Figure 1. Cell placement.
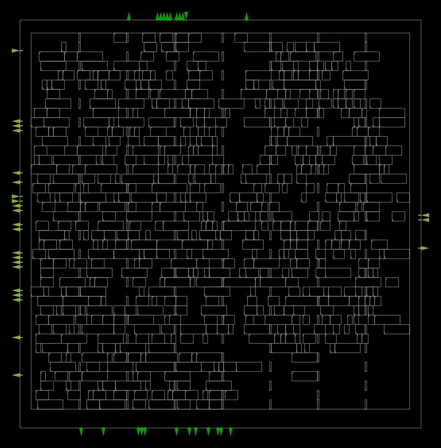
Figure 2. Clock wires, drivers and flops.
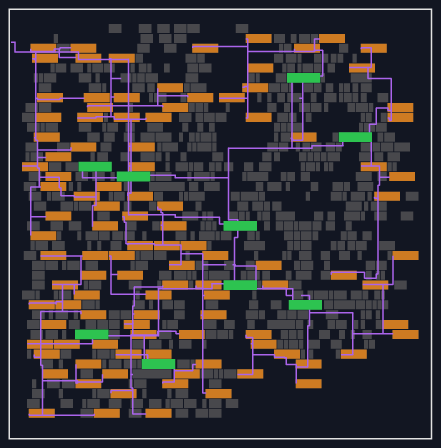
Figure 3. Floorplan with the power grid.
Bar = 20 um. Pins as bars on the die edge. Tap cells in gray.
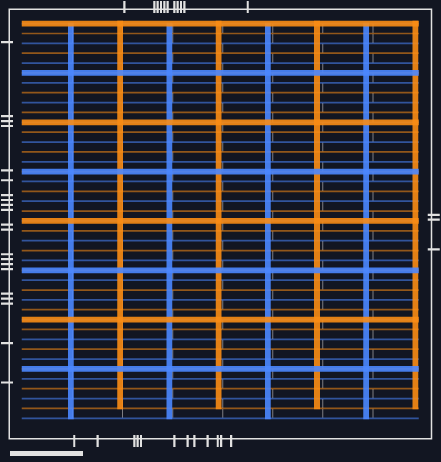
Figure 4. Placement by cell class.
Bar = 20 um.
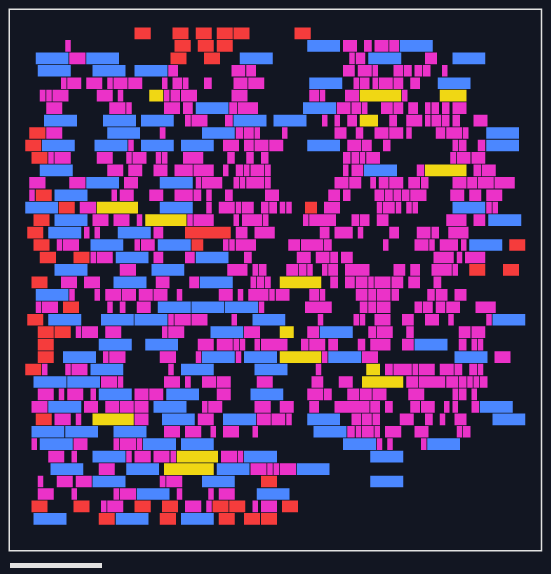
Figure 5. Metal layers overlaid.
Bar = 20 um. Two of the layers only.
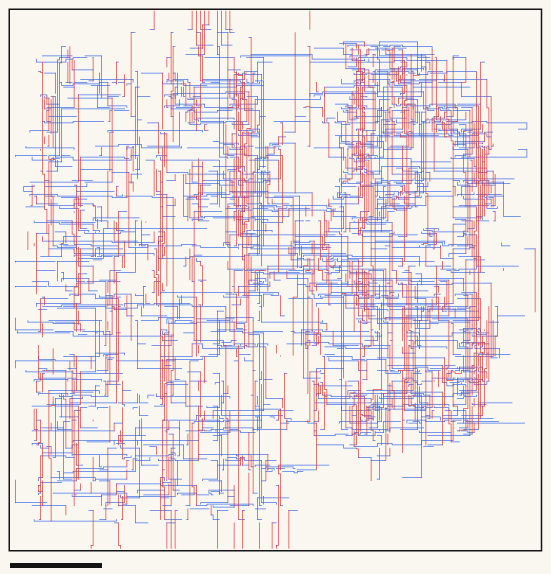
[config.mk]
export PLATFORM = sky130hd
export DESIGN_NAME = ar_rxd
export DESIGN_NICKNAME = d
export VERILOG_FILES = /design/src/rtl/arinc429_pkg.sv /design/src/rtl/ar_rx_line.sv /design/src/rtl/ar_rxd.sv
export SDC_FILE = /design/constraint.sdc
export NUM_CORES = 1
export LEC_CHECK = 0
export CAP_MARGIN = 20
export CELL_PAD_IN_SITES_DETAIL_PLACEMENT = 0
export CELL_PAD_IN_SITES_GLOBAL_PLACEMENT = 1
export CORE_AREA = 3 3 113 115
export DETAILED_ROUTE_END_ITERATION = 7
export DIE_AREA = 0 0 116 118
export HOLD_SLACK_MARGIN = 0.08
export PLACE_DENSITY = 0.79
export SETUP_SLACK_MARGIN = 0.3
export SLEW_MARGIN = 20
export SYNTH_ARGS = -nofsm -noshare
export SYNTH_HDL_FRONTEND = slang
export SYNTH_SLANG_ARGS = --single-unit
[constraint.sdc]
create_clock -name clk -period 7.6 [get_ports clk]
set_input_delay 1.14 -clock clk [delete_from_list [all_inputs] [get_ports clk]]
set_output_delay 1.14 -clock clk [all_outputs]
set_load 0.02 [all_outputs]
[src/rtl/arinc429_pkg.sv]
`default_nettype none
// ============================================================================
//  Module      : arinc429_pkg
//  Description : Shared ARINC 429 constants, rate encoding and helpers used
//                by both the transmitter and the receiver.
//  Revision    : 1.0  initial release
// ============================================================================
package arinc429_pkg;

    // System clock and line rates, Hz and bit/s
    localparam int FCLK     = 50_000_000;
    localparam int V1MB     = 1_000_000;
    localparam int V100KB   = 100_000;
    localparam int V50KB    = 50_000;
    localparam int V12_5KB  = 12_500;

    // Nvel rate-select encoding
    localparam logic [1:0] NVEL_1MB    = 2'd3;
    localparam logic [1:0] NVEL_100KB  = 2'd2;
    localparam logic [1:0] NVEL_50KB   = 2'd1;
    localparam logic [1:0] NVEL_12_5KB = 2'd0;

    // Word layout
    localparam int LBL_W    = 8;
    localparam int DAT_W    = 23;
    localparam int WORD_LEN = 32;
    localparam int GAP_BITS = 4;

    // Timer width: must hold 4 half-bits at the slowest rate (8000)
    localparam int CNT_W    = 13;

    // Receiver FSM encoding
    localparam logic [1:0] ST_HUNT  = 2'd0;
    localparam logic [1:0] ST_READY = 2'd1;
    localparam logic [1:0] ST_RX    = 2'd2;

    // Half a bit period in system clocks for the selected rate
    function automatic logic [CNT_W-1:0] ar_nt(input logic [1:0] nvel);
        case (nvel)
            NVEL_1MB:   ar_nt = CNT_W'(FCLK / (2 * V1MB));
            NVEL_100KB: ar_nt = CNT_W'(FCLK / (2 * V100KB));
            NVEL_50KB:  ar_nt = CNT_W'(FCLK / (2 * V50KB));
            default:    ar_nt = CNT_W'(FCLK / (2 * V12_5KB));
        endcase
    endfunction

    // Parity bit that makes label + data + parity contain an odd number of ones
    function automatic logic odd_par(input logic [LBL_W+DAT_W-1:0] bits);
        odd_par = ~(^bits);
    endfunction

endpackage
`default_nettype wire

[src/rtl/ar_rx_line.sv]
`default_nettype none
// ============================================================================
//  Module      : ar_rx_line
//  Description : ARINC 429 line front end: synchronizers, pulse glitch
//                filter with null re-arm, conflict detect and idle timer.
//                All outputs are single-cycle strobes.
//  Revision    : 1.0  initial release
// ============================================================================
module ar_rx_line
    import arinc429_pkg::*;
(
    input  logic       clk,
    input  logic       rst,
    input  logic [1:0] nvel,
    input  logic       rxd1,
    input  logic       rxd0,
    output logic       bit_ok,
    output logic       bit_val,
    output logic       conflict,
    output logic       gap
);

    localparam logic [CNT_W-1:0] CNT_MAX = '1;

    logic [1:0]       r_sync1;      // {rxd1, rxd0} first stage
    logic [1:0]       r_sync2;      // {rxd1, rxd0} synchronized line state
    logic [1:0]       r_prev;       // line state seen on the previous clock
    logic [CNT_W-1:0] r_flt_cnt;    // clocks the current line state has held
    logic [CNT_W-1:0] r_idle_cnt;   // clocks of continuous null state
    logic             r_armed;      // a null has been seen since the last accept

    logic [CNT_W-1:0] w_nt;
    logic [CNT_W-1:0] w_t_flt;
    logic [CNT_W-1:0] w_t_gap;
    logic [CNT_W-1:0] w_flt_next;
    logic [CNT_W-1:0] w_idle_next;
    logic             w_hit;
    logic             w_pulse;

    // Filter and idle thresholds, next counter values and event strobes
    always_comb begin
        w_nt    = ar_nt(nvel);
        w_t_flt = w_nt >> 1;
        w_t_gap = w_nt << 2;

        // A change of line state restarts the stability count at 1
        if (r_sync2 != r_prev)
            w_flt_next = CNT_W'(1);
        else if (r_flt_cnt == CNT_MAX)
            w_flt_next = r_flt_cnt;
        else
            w_flt_next = r_flt_cnt + CNT_W'(1);

        if (r_sync2 != 2'b00)
            w_idle_next = '0;
        else if (r_idle_cnt == CNT_MAX)
            w_idle_next = r_idle_cnt;
        else
            w_idle_next = r_idle_cnt + CNT_W'(1);

        // Equality makes each held state fire exactly once
        w_hit    = (w_flt_next == w_t_flt);
        w_pulse  = (r_sync2 == 2'b10) || (r_sync2 == 2'b01);
        bit_ok   = w_hit && w_pulse && r_armed;
        bit_val  = r_sync2[1];
        conflict = w_hit && (r_sync2 == 2'b11);
        gap      = (w_idle_next == w_t_gap);
    end

    // Synchronizers, counters and the null re-arm flag
    always_ff @(posedge clk) begin
        if (rst) begin
            r_sync1    <= 2'b00;
            r_sync2    <= 2'b00;
            r_prev     <= 2'b00;
            r_flt_cnt  <= '0;
            r_idle_cnt <= '0;
            r_armed    <= 1'b0;
        end else begin
            r_sync1    <= {rxd1, rxd0};
            r_sync2    <= r_sync1;
            r_prev     <= r_sync2;
            r_flt_cnt  <= w_flt_next;
            r_idle_cnt <= w_idle_next;
            if (r_sync2 == 2'b00)
                r_armed <= 1'b1;
            else if (bit_ok)
                r_armed <= 1'b0;
        end
    end

endmodule
`default_nettype wire

[src/rtl/ar_rxd.sv]
`default_nettype none
// ============================================================================
//  Module      : ar_rxd
//  Description : ARINC 429 receiver. Recovers 32-bit words (label MSB first,
//                data LSB first, odd parity) and strobes good words, parity
//                errors and framing errors to the host side.
//  Revision    : 1.0  initial release
// ============================================================================
module ar_rxd
    import arinc429_pkg::*;
(
    input  logic        clk,
    input  logic        rst,
    input  logic [1:0]  Nvel,
    input  logic        RXD1,
    input  logic        RXD0,
    output logic [7:0]  ADR,
    output logic [22:0] DAT,
    output logic        ce_wr,
    output logic        err_par,
    output logic        err_frm,
    output logic        en_rx,
    output logic [5:0]  cb_bit
);

    logic             w_bit_ok;
    logic             w_bit_val;
    logic             w_conflict;
    logic             w_gap;
    logic             w_word_ok;

    logic [1:0]       r_state;
    logic [LBL_W-1:0] r_lbl;
    logic [DAT_W-1:0] r_dat;

    ar_rx_line u_line (
        .clk      (clk),
        .rst      (rst),
        .nvel     (Nvel),
        .rxd1     (RXD1),
        .rxd0     (RXD0),
        .bit_ok   (w_bit_ok),
        .bit_val  (w_bit_val),
        .conflict (w_conflict),
        .gap      (w_gap)
    );

    // The incoming bit is the parity bit when the word is being closed
    always_comb begin
        w_word_ok = (w_bit_val == odd_par({r_lbl, r_dat}));
    end

    // Word FSM, shift registers and registered host outputs
    always_ff @(posedge clk) begin
        if (rst) begin
            r_state <= ST_HUNT;
            r_lbl   <= '0;
            r_dat   <= '0;
            ADR     <= '0;
            DAT     <= '0;
            ce_wr   <= 1'b0;
            err_par <= 1'b0;
            err_frm <= 1'b0;
            en_rx   <= 1'b0;
            cb_bit  <= '0;
        end else begin
            ce_wr   <= 1'b0;
            err_par <= 1'b0;
            err_frm <= 1'b0;
            if (w_conflict) begin
                // Only a word in flight is reported; cb_bit otherwise keeps
                // the count of the last completed word
                if (r_state == ST_RX) begin
                    err_frm <= 1'b1;
                    cb_bit  <= '0;
                end
                r_state <= ST_HUNT;
                en_rx   <= 1'b0;
            end else begin
                case (r_state)
                    ST_HUNT: begin
                        if (w_gap)
                            r_state <= ST_READY;
                    end
                    ST_READY: begin
                        if (w_bit_ok) begin
                            r_state <= ST_RX;
                            en_rx   <= 1'b1;
                            cb_bit  <= 6'd1;
                            r_lbl   <= {r_lbl[LBL_W-2:0], w_bit_val};
                        end
                    end
                    ST_RX: begin
                        if (w_gap) begin
                            err_frm <= 1'b1;
                            r_state <= ST_READY;
                            en_rx   <= 1'b0;
                            cb_bit  <= '0;
                        end else if (w_bit_ok) begin
                            cb_bit <= cb_bit + 6'd1;
                            if (cb_bit < 6'(LBL_W)) begin
                                r_lbl <= {r_lbl[LBL_W-2:0], w_bit_val};
                            end else if (cb_bit < 6'(WORD_LEN - 1)) begin
                                r_dat <= {w_bit_val, r_dat[DAT_W-1:1]};
                            end else begin
                                if (w_word_ok) begin
                                    ADR   <= r_lbl;
                                    DAT   <= r_dat;
                                    ce_wr <= 1'b1;
                                end else begin
                                    err_par <= 1'b1;
                                end
                                r_state <= ST_HUNT;
                                en_rx   <= 1'b0;
                            end
                        end
                    end
                    default: begin
                        r_state <= ST_HUNT;
                        en_rx   <= 1'b0;
                    end
                endcase
            end
        end
    end

endmodule
`default_nettype wire
==> flow_summary_export.csv <==
group,metric,value,unit
yosys,avgSynthCellArea,9.01,um2
cells_and_area,most-common-layout-cells,"dfxtp_1, nand2_1, mux2i_1, clkdlybuf4s50_1, nor2_1",
worst_setup_path,crit_arrival,5.03,ns
placed_design,globalplace.congestion,0.911,
worst_setup_path,cp.required,7.84,ns
worst_setup_path,cp-start-kind,"primary input",
cells_and_area,fin_area,6480,um2
power_and_ir_drop,switching_share,0.248,
floorplanning,fp_util,0.471,
yosys,top_logic_kind,"simple AND/OR/NAND/NOR gates",
placed_design,place_hpwl,9.25,mm
clocking,cts_hold_buf,0,
yosys,ys_sh_aoi,0.137,
final_timing,tns,0,ns
worst_setup_path,cp-startpoint,"Nvel[0]",
grt,grt_pass1_vias,4508,
worst_setup_path,path_class,"in2reg",
worst_setup_path,slowest_stage,"or4b_4",
cells_and_area,diodes,0,
outcome,outcome,"completed",
placed_design,dp.cells,792,
grt,track_usage,0.200,
worst_setup_path,crit_chain,"clkdlybuf4s50_1 -> inv_1 -> ha_1 -> o21bai_2 -> xor2_1 -> o21ai_1 -> a2111oi_2 -> nand4_1 -> or4b_4 -> nor4_2 -> nand3_2 -> buf_16 -> mux2i_1",
yosys,synth_cells,623,
grt,grt_pass1_wl,22.4,mm
power_and_ir_drop,p_sw,0.283,mW
worst_hold_path,hold_start,"u_line.r_sync1[1]",
final_timing,period_needed,4.79,ns
clocking,cts_buffers,9,
yosys,ys_chip_area,5610,um2
clocking,clock_sink_count,107,
yosys,ys_seq_share,0.382,
worst_hold_path,hold_path.class,"reg2reg",
yosys,synth_area,5610,um2
job,maxCapViolations,0,
power_and_ir_drop,power_per_cell_area,176,nW/um2
routing,firstDrtPassIters,5,
cells_and_area,utilization,0.544,
floorplanning,die_w,116,um
clocking,cts_resized,0,
job,warning_count,34,
grt,grt_max_degree,69,
routing,first_iter_violations,342,
final_timing,worst_pin_slew,0.925,ns
yosys,synth_flop_count,107,
yosys,yosys_warnings,0,
cells_and_area,final_common_cell,"dfxtp_1",
worst_setup_path,cp_max_fo,16,
final_timing,fin_ws,2.81,ns
cells_and_area,area_growth,15.6,%
yosys,synthMuxAreaShare,0.129,
clocking,clock_latency,0.35,ns
power_and_ir_drop,pwr-share-comb,0.070,
yosys,synth_cell_types,70,
clocking,cts_tree,"built",
floorplanning,fp.dieH,118,um
power_and_ir_drop,leakagePower,2.66,nW
floorplanning,io_pins,47,
placed_design,port_buffers,46,
yosys,yosys-stat-cells,623,
yosys,fp_nets,643,
routing,drtAntennaViolNets,0,
final_timing,hold_viol,0,
final_timing,finalSetupViolCount,0,
yosys,ys_sh_simple,0.215,
worst_setup_path,critPathMaxStageDelay,0.55,ns
worst_setup_path,end_kind,"flip-flop",
final_timing,fin_crit_sh,0.630,
clocking,cts_buffer_depth,2,
power_and_ir_drop,p_int,0.858,mW
final_timing,rsz0062_at_grt,"false",
grt,antenna_found_initial,0,
clocking,cts_max_level,3,
cells_and_area,nets,677,
final_timing,skew,0.00813,ns
clocking,cts_root_buffer,"clkbuf_16",
routing,routed_wirelength,12.9,mm
floorplanning,die-area,13700,um2
cells_and_area,stdcell_count,808,
routing,num_vias,4594,
yosys,edf_count,0,
grt,grt_overflow,0,
routing,wire_per_inst,16.0,um
clocking,clk_pin_slew_worst_paths,0.08,ns
final_timing,max_freq,209,MHz
routing,vias_per_cell,5.69,
final_timing,maxSlewHeadroom,0.382,
cells_and_area,drive_above_1_share,0.0620,
placed_design,place_area,6150,um2
yosys,synthAdderAreaFrac,0.0312,
power_and_ir_drop,p_seq_frac,0.501,
yosys,ys_sh_xor,0.0698,
final_timing,slew_viol_final,0,
power_and_ir_drop,ir_worst_vdd,0.000175,V
placed_design,pre_cts_ws,2.16,ns
floorplanning,std_cell_rows,40,
yosys,ff_type,"dfxtp_1",
routing,drc,0,
power_and_ir_drop,clock_power_share,0.428,
yosys,ys_async_sr_fraction,0,
clocking,cts_setup_buffers,0,
worst_setup_path,r2r-start,"u_line.r_flt_cnt[0]",
Notes on Figure 1 above:
Core Area: 11,900 um2
flop count: 107
Filler Cell Count: 1,124

Notes on Figure 2 above:
- cells driving clock nets: green (count 9)
- flip-flops: orange (count 107)
- clock wires: purple (length 1,360 um)
- routed clock nets: 10
- flops lie: spread over the die

Notes on Figure 3 above:
- VSS: blue
- VDD: orange
- tap cells: 147
- signal pins: 47

Notes on Figure 4 above:
- clock drivers and dummy loads: yellow (cells 15; share of their area 4.9%)
- other buffers and delay cells: red (cells 49; share of their area 8.0%)
- flip-flops: blue (cells 107; share of their area 34%)
- all other logic: magenta (cells 490; share of their area 53%)

Notes on Figure 5 above:
- met2: red (wire length 6,210 um)
- met1: blue (wire length 6,050 um)

==> registers in the layout, indices dropped and copies added (netlist names) <==
signal	count
ADR	8
DAT	23
cb_bit	6
ce_wr	1
en_rx	1
err_frm	1
err_par	1
r_dat	23
r_lbl	8
r_state	2
u_line.r_armed	1
u_line.r_flt_cnt	13
u_line.r_idle_cnt	13
u_line.r_prev	2
u_line.r_sync1	2
u_line.r_sync2	2
==> cells by family after synthesis <==
logic type               after synthesis
AND-OR/OR-AND                        102
flip-flops                           107
multiplexers                          72
XOR/XNOR                              43
AND/OR/NAND/NOR                      238
adder cells (fa/ha/maj)               14
buffers and inverters                 47
==> cell usage after synthesis (all sizes together), types with 12 or more instances <==
cell type  number  area (um2)
mux2i          70         701
buf            15        86.3
nand2          91         342
ha             14         175
o21ai          18        90.1
nor2           44         165
nand3          23         120
xnor2          35         322
a21oi          16        80.1
nand4          12        96.3
inv            21        78.8
dfxtp         107        2140
nor3           15        91.3
==> stage by stage <==
stage               total power, mW  hold WS (ns)
global route                   1.19         0.467
detailed placement            0.665         0.426
floorplan                     0.643         0.414
global placement              0.665         0.422
CTS                            1.15         0.443
finish                         1.14         0.439
==> layer usage <==
layer  up-vias  global-route usage  part of all wire
li1       2300                   -                 -
met1      2197               0.268              0.47
met2        82               0.319              0.48
met3        15              0.0530             0.040
met4         0              0.0508             0.012
met5         -                   0                 0
==> layout make-up <==
type | instances | area (um2)
clock buffer | 9 | 225
fill | 1124 | 5430
sequential | 107 | 2140
inverter | 21 | 78.8
clock inverter | 6 | 83.8
multi-input combinational | 469 | 3270
tap | 147 | 184
timing repair buffer | 49 | 503
==> path summary, 6_finish.rpt <==
kind	to	slack, ns	cells after the start
hold / removal	u_line.r_sync2[1]	0.44	1
setup / recovery	DAT[11]	2.81	13
setup reg to reg	DAT[11]	3.53	11
hold reg to reg	u_line.r_sync2[1]	0.44	1
==> power groups by stage <==
stage / clock network [mW] / logic [mW] / registers [mW]
floorplan: 0 / 0.0589 / 0.584
global placement: 0 / 0.0794 / 0.585
detailed placement: 0 / 0.0799 / 0.585
CTS: 0.501 / 0.0803 / 0.572
global route: 0.527 / 0.0899 / 0.573
finish: 0.488 / 0.0804 / 0.572
==> worst max-delay path, delay by kind of cell <==
kind                     cells  cell delay [ns]
AND-OR/OR-AND                3             0.79
XOR/XNOR                     1             0.18
adder cells (fa/ha/maj)      1             0.24
buffers and inverters        3             1.01
multiplexers                 1             0.13
AND/OR/NAND/NOR              4             1.53
Power is estimated from default activity; no workload was simulated.
